File: config.mk
export PLATFORM = sky130hd
export DESIGN_NAME = exp_controller
export DESIGN_NICKNAME = d
export VERILOG_FILES = /design/src/rtl/exp_pkg.sv /design/src/rtl/exp_step_counter.sv /design/src/rtl/exp_controller.sv
export SDC_FILE = /design/constraint.sdc
export NUM_CORES = 1
export LEC_CHECK = 0
export ABC_AREA = 0
export CELL_PAD_IN_SITES_DETAIL_PLACEMENT = 1
export CELL_PAD_IN_SITES_GLOBAL_PLACEMENT = 2
export CORE_MARGIN = 4
export CORE_UTILIZATION = 19
export DETAILED_ROUTE_END_ITERATION = 10
export PLACE_DENSITY_LB_ADDON = 0.1
export SYNTH_ARGS = -nofsm -noshare
export SYNTH_HDL_FRONTEND = slang
export SYNTH_SLANG_ARGS = --single-unit
File: constraint.sdc
create_clock -name clk -period 1.5 [get_ports clk]
set_clock_uncertainty 0.15 [all_clocks]
set_input_delay 0.225 -clock clk [delete_from_list [all_inputs] [get_ports clk]]
set_output_delay 0.225 -clock clk [all_outputs]
set_load 0.02 [all_outputs]
File: src/rtl/exp_pkg.sv
`default_nettype none
// ============================================================================
//  Module      : exp_pkg
//  Description : Shared definitions for the a^n exponent controller.
//                Contents: the FSM state encoding, the iteration guard
//                (which equals the width of n), the iteration counter width,
//                and the datapath mux-select codes.
//  Revision    : 1.0 - initial release
// ============================================================================
package exp_pkg;

    // One iteration per bit of n; the guard equals the width of n.
    localparam int MAX_STEPS = 8;
    localparam int CNT_W     = 4;
    localparam int STATE_W   = 3;

    // Datapath mux selects: initial operand (a_i, n_i, 1) or feedback path.
    localparam logic SEL_INIT = 1'b0;
    localparam logic SEL_FB   = 1'b1;

    typedef enum logic [STATE_W-1:0] {
        IDLE  = 3'd0,
        LOAD  = 3'd1,
        CHECK = 3'd2,
        STEP  = 3'd3,
        WRITE = 3'd4,
        DONE  = 3'd5
    } exp_state_t;

endpackage : exp_pkg
`default_nettype wire

File: src/rtl/exp_step_counter.sv
`default_nettype none
// ============================================================================
//  Module      : exp_step_counter
//  Description : Saturating iteration counter for the exponent controller.
//                Clears on i_clr, increments on i_inc, and stops at
//                MAX_STEPS. o_at_limit tells the FSM to stop iterating, so a
//                faulty shifter can never keep the run going forever.
//  Ports       : clk, rst   - clock and synchronous active-high reset
//                i_clr      - clear the count to zero (wins over i_inc)
//                i_inc      - count one executed STEP
//                o_cnt      - current count (W bits)
//                o_at_limit - count has reached MAX_STEPS
//  Revision    : 1.0 - initial release
// ============================================================================
module exp_step_counter #(
    parameter int MAX_STEPS = 8,
    parameter int W         = 4
) (
    input  logic         clk,
    input  logic         rst,
    input  logic         i_clr,
    input  logic         i_inc,
    output logic [W-1:0] o_cnt,
    output logic         o_at_limit
);

    localparam logic [W-1:0] C_LIMIT = W'(MAX_STEPS);

    logic [W-1:0] r_cnt;
    logic         w_at_limit;

    assign w_at_limit = (r_cnt >= C_LIMIT);

    always_ff @(posedge clk) begin
        if (rst) begin
            r_cnt <= '0;
        end else if (i_clr) begin
            r_cnt <= '0;
        end else if (i_inc && !w_at_limit) begin
            r_cnt <= r_cnt + 1'b1;
        end
    end

    assign o_cnt      = r_cnt;
    assign o_at_limit = w_at_limit;

endmodule : exp_step_counter
`default_nettype wire

File: src/rtl/exp_controller.sv
`default_nettype none
// ============================================================================
//  Module      : exp_controller
//  Description : Control FSM that sequences the exponent datapath to compute
//                a^n by right-to-left square-and-multiply:
//                IDLE -> LOAD -> (CHECK -> STEP)* -> CHECK -> WRITE -> DONE.
//                Each STEP squares a, shifts n right by one bit, and, if
//                n[0] was set, multiplies result by the pre-square a.
//  Ports       : clk, rst           - clock, synchronous active-high reset
//                start, abort       - run control from the front end
//                n_reg, n_grtr_0    - n register and its nonzero flag
//                sel_a_reg, sel_n_reg, sel_result_reg
//                                   - datapath mux selects (0 = initial value)
//                ld_a, ld_n, ld_result, ld_output
//                                   - datapath register load enables
//                busy, done         - status (done is a one-cycle pulse)
//                iter_cnt           - STEP cycles executed in this run
//  Revision    : 1.0 - initial release
// ============================================================================
module exp_controller #(
    parameter int MAX_STEPS = exp_pkg::MAX_STEPS,
    parameter int CNT_W     = exp_pkg::CNT_W
) (
    input  logic             clk,
    input  logic             rst,
    input  logic             start,
    input  logic             abort,
    input  logic [7:0]       n_reg,
    input  logic             n_grtr_0,
    output logic             sel_a_reg,
    output logic             sel_n_reg,
    output logic             sel_result_reg,
    output logic             ld_a,
    output logic             ld_n,
    output logic             ld_result,
    output logic             ld_output,
    output logic             busy,
    output logic             done,
    output logic [CNT_W-1:0] iter_cnt
);

    import exp_pkg::*;

    exp_state_t       r_state;

    logic             w_clr_cnt;
    logic             w_inc_cnt;
    logic [CNT_W-1:0] w_cnt;
    logic             w_at_limit;

    logic             w_sel;
    logic             w_ld_a;
    logic             w_ld_n;
    logic             w_ld_result;
    logic             w_ld_output;
    logic             w_busy;
    logic             w_done;

    // Only n[0] steers control; the upper bits feed the datapath shifter.
    logic             w_unused_n;
    assign w_unused_n = ^n_reg[7:1];

    // ------------------------------------------------------------------
    // Iteration counter: cleared when a run is accepted, counts STEPs.
    // ------------------------------------------------------------------
    assign w_clr_cnt = (r_state == IDLE) && start;
    assign w_inc_cnt = (r_state == STEP);

    exp_step_counter #(
        .MAX_STEPS (MAX_STEPS),
        .W         (CNT_W)
    ) u_step_counter (
        .clk        (clk),
        .rst        (rst),
        .i_clr      (w_clr_cnt),
        .i_inc      (w_inc_cnt),
        .o_cnt      (w_cnt),
        .o_at_limit (w_at_limit)
    );

    // ------------------------------------------------------------------
    // State register. abort is honoured only while the operands are being
    // consumed (LOAD/CHECK/STEP); once WRITE is reached the commit finishes.
    // start outside IDLE is dropped, not queued.
    // ------------------------------------------------------------------
    always_ff @(posedge clk) begin
        if (rst) begin
            r_state <= IDLE;
        end else begin
            case (r_state)
                IDLE: begin
                    if (start) r_state <= LOAD;
                end
                LOAD: begin
                    r_state <= abort ? IDLE : CHECK;
                end
                CHECK: begin
                    if (abort)                        r_state <= IDLE;
                    else if (n_grtr_0 && !w_at_limit) r_state <= STEP;
                    else                              r_state <= WRITE;
                end
                STEP: begin
                    r_state <= abort ? IDLE : CHECK;
                end
                WRITE: begin
                    r_state <= DONE;
                end
                DONE: begin
                    r_state <= IDLE;
                end
                default: begin
                    r_state <= IDLE;
                end
            endcase
        end
    end

    // ------------------------------------------------------------------
    // Output decode from state. Feedback is selected everywhere except
    // LOAD. In STEP the result register loads only when the current low
    // bit of n is set, multiplying by a before this step's squaring lands.
    // ------------------------------------------------------------------
    always_comb begin
        w_sel       = SEL_FB;
        w_ld_a      = 1'b0;
        w_ld_n      = 1'b0;
        w_ld_result = 1'b0;
        w_ld_output = 1'b0;
        w_busy      = 1'b1;
        w_done      = 1'b0;
        case (r_state)
            IDLE: begin
                w_busy = 1'b0;
            end
            LOAD: begin
                w_sel       = SEL_INIT;
                w_ld_a      = 1'b1;
                w_ld_n      = 1'b1;
                w_ld_result = 1'b1;
            end
            CHECK: begin
            end
            STEP: begin
                w_ld_a      = 1'b1;
                w_ld_n      = 1'b1;
                w_ld_result = n_reg[0];
            end
            WRITE: begin
                w_ld_output = 1'b1;
            end
            DONE: begin
                w_done = 1'b1;
            end
            default: begin
                w_busy = 1'b0;
            end
        endcase
    end

    // While reset is held every output reads zero, including the selects
    // that would otherwise idle at the feedback setting.
    assign sel_a_reg      = rst ? SEL_INIT : w_sel;
    assign sel_n_reg      = rst ? SEL_INIT : w_sel;
    assign sel_result_reg = rst ? SEL_INIT : w_sel;
    assign ld_a           = w_ld_a      & ~rst;
    assign ld_n           = w_ld_n      & ~rst;
    assign ld_result      = w_ld_result & ~rst;
    assign ld_output      = w_ld_output & ~rst;
    assign busy           = w_busy      & ~rst;
    assign done           = w_done      & ~rst;
    assign iter_cnt       = rst ? '0 : w_cnt;

endmodule : exp_controller
`default_nettype wire

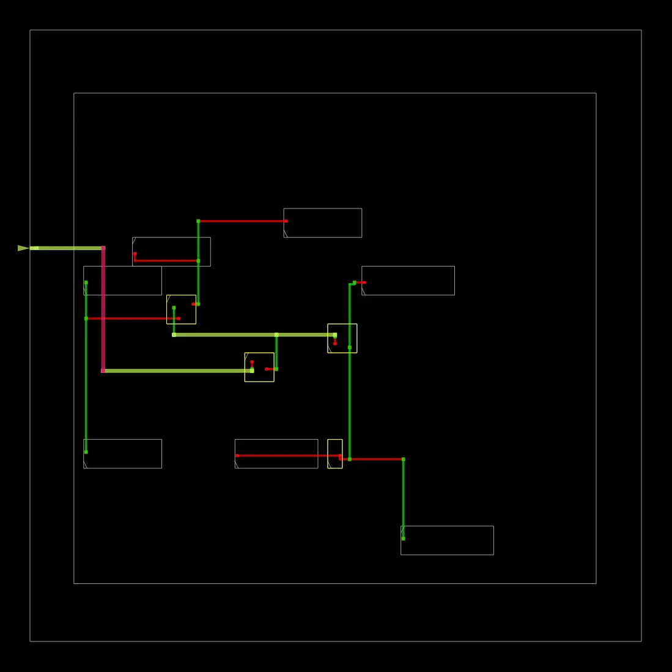
(images/clocks.png)
TritonCTS buffer count: 3
clk pwr: 179 µW
Late-Pin Clk Latency: 0.25 ns
Flops: 7

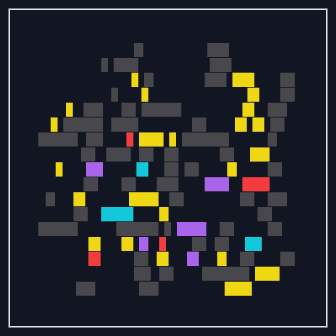
(images/logic_types.png)
- purple: inverting AOI/OAI gates (cells 5)
- cyan: AND and OR gates (cells 3)
- red: NAND gates (cells 4)
- yellow: NOR gates (cells 23)
most frequent logic cell in the layout: buf_4
Comb area share: 39.3%

==> flow_summary.yaml <==
# flow metrics
outcome:
  status: "finished, violations left"
  violations: "setup timing"
worst_hold_path:
  holdPathStages: 3
  hp-class: "in -> reg"
  hp-start: "rst"
  worst_hold_path.endpoint: "r_state[2]$_SDFFE_PP0P_"
setup_path:
  crit_family: "flip-flops"
  r2r_slack_ns: 0.05
  r2r_start: "r_state[1]$_SDFFE_PP0P_"
  crit_path_cell_trace: "buf_6 -> a211oi_2 -> buf_4"
  crit_path_end_kind: "output port"
  crit_type: "reg -> out"
  critical_path_arrival_ns: 1.13
  cp.required_ns: 1.12
  critPathMaxFanout: 5
  rr_worst_depth: 4
  timing.rr.end: "u_step_counter.o_cnt[2]$_SDFFE_PP0P_"
  path_buffers: 2
  cp-start-kind: "register"
  slowest_delay_ns: 0.36
  critical_path.slowest_cell: "dfxtp_4"
logic_synthesis:
  yosysMostFrequentCell: "nor2_1"
  ys_warn_count: 0
  netlist_instances: 56
  synthTopCellsByArea: "dfxtp_1 30%, nor2_1 8.0%, nor2b_1 6.7%, ha_1 5.3%, buf_4 4.8%"
  ys_seq_share_pct: 29.9
  ys_ff: 7
  synth_cell_types: 26
  top_area_share_pct: 29.9
  synthTopCellsByCount: "10 x nor2_1, 7 x dfxtp_1, 5 x nor2b_1"
  synth_area_per_cell_um2: 8.36
  ys_chip_area_um2: 468
  synthesis.area_um2: 468
  largest_area_cell: "dfxtp_1"
  yosysCellCount: 56
  fp_nets: 71
  ys_async_sr_fraction_pct: 0
  ff_type: "dfxtp_1"
  synth-edff-count: 0
grt:
  antenna_found_initial: 0
  grt_first_pass_wirelength_mm: 2.33
  grt-ovfl-total: 0
  grt_pass1_vias: 535
  grt_max_degree: 8
  grt_usage_pct: 9.16
pwr:
  power_leakage_uw: 0.000355
  power_uw: 498
  power_density_nw_per_um2: 599
  peakVddDrop_mv: 0.336
sta:
  hold_viol_final: 0
  rsz0062_at_grt: "yes"
  slew_headroom_pct: 81.8
  setup_violations: 1
  finalClockPeriodUsage_pct: 100
  fin_setup_tns_ns: -0.000823
  final.setup.worst_slack_ns: -0.000823
  hold_ws_ns: 0.347
  finalCriticalPeriod_ns: 1.50
  maxSlewViolCount: 0
  tightest_slew_ns: 0.273
  clock.fmax_ghz: 0.666
flow_run:
  drv_cap: 0
  log.warning_count: 37
finish:
  areaGrowthSynthToFinish_pct: 77.5
  fin_nets: 105
  fillCellCount: 275
  post-route-util_pct: 36.5
  antennaDiodeCount: 0
  drive_above_1_share_pct: 58.4
die:
  die_h_um: 57.6
  rows: 17
  core_um2: 2280
  chipArea_um2: 3320
  ios: 26
  die_w_um: 57.6
  initial_core_util_pct: 20.6
cts:
  cts_sinks: 7
  cts_tree: "done"
  clkTransAtPathRegs_ns: 0.06
  cts-root-buf: "clkbuf_4"
  cts_max_level: 1
  cts_buffer_depth: 2
  ctsHoldBuffers: 0
drt:
  vias_per_cell: 4.24
  first_pass_iters: 2
  drc: 0
  first_iter_violations: 6
  wl_mm: 1.38
  drtAntennaViolNets: 0
  num_vias: 496
  routedWlPerCell_um: 11.8
placement:
  portBuffers: 18
  place_ws_ns: -0.600
  hpwl_mm: 1.06
  globalplace.congestion: 0.672
==> worst reg2reg max path: cells and delay by family (launching register included) <==
kind | cells | cell delay, ns
AND/OR/NAND/NOR | 2 | 0.35
buffers and inverters | 1 | 0.19
multiplexers | 1 | 0.23
flip-flops | 1 | 0.42
==> logic make-up (layout without fill, tap and decap cells) <==
logic type,Yosys count,in the layout,synth area share (%)
compound gates,5,5,8.02
buf+inv,9,42,11.8
fa+ha+maj,2,2,5.35
xor+xnor,1,1,1.87
flops,7,7,29.9
mux,2,2,4.28
simple gates,30,30,38.8
==> area by class of cell <==
type                    instances  area [µm²]  share of cell area [%]
multi-input cells              40         327                    39.3
repair buffers                 36         287                    34.5
flip-flops and latches          7         149                    17.9
well taps                      28        35.0                    4.22
clock buffers                   4        26.3                    3.16
inverters                       2        7.51                   0.904
==> worst max-delay path by stage <==
stage | slack, ns | end | startpoint | cells past startpoint
after global placement | -0.57 | ld_result | rst | 4
after CTS | -0.003 | ld_result | r_state[2]$_SDFFE_PP0P_ | 3
after global routing | -0.07 | ld_output | r_state[2]$_SDFFE_PP0P_ | 3
final | -0.0008 | busy | r_state[2]$_SDFFE_PP0P_ | 3
after floorplan | 0.02 | ld_n | r_state[2]$_SDFFE_PP0P_ | 4
after detailed placement | -0.60 | ld_result | rst | 4
==> metrics by stage <==
step / std cells / cell area [µm²]
floorplan: 56 / 475
global placement: 111 / 763
detailed placement: 111 / 763
CTS: 115 / 781
global route: 117 / 831
finish: 117 / 831
==> power by group <==
group	total [µW]	switching, µW	internal, µW
registers	193	5.45	188
logic	125	59.5	66.0
clock network	179	77.3	102
==> state kept, by name, summed over array words and instances (netlist names) <==
name	cells
u_step_counter.o_cnt	4
r_state	3
==> placed cells by master (no fill, tap or decap), drive strengths merged <==
master,instances
dfxtp,7
nor2,10
buf,28
nor4,2
and3b,1
nor3b,1
mux2i,2
ha,2
dlygate4sd2,1
a41oi,1
clkdlybuf4s50,4
or2,1
nor3,4
a2111oi,1
xnor2,1
and4bb,1
nor2b,5
inv,2
a21oi,1
nand2,2
a31oi,1
clkbuf,7
nand2b,2
nor4b,1
a211oi,1
==> layer usage <==
metal / vias up / track usage, % / share of wire [%]
met2: 14 / 13.7 / 46
li1: 254 / - / -
met5: - / 0 / 0
met3: 2 / 4.68 / 7.5
met4: 0 / 2.98 / 0.80
met1: 226 / 11.3 / 46
==> what timing repair did <==
| item | in CTS | in global routing |
|---|---|---|
| pin swaps | 0 | 3 |
| buffers inserted | 0 | 2 |
| setup endpoints to repair | 13 | 14 |
| resized | 59 | 22 |
| endpoints found under the hold margin | 0 | 0 |
Power and IR drop assume default switching activity.
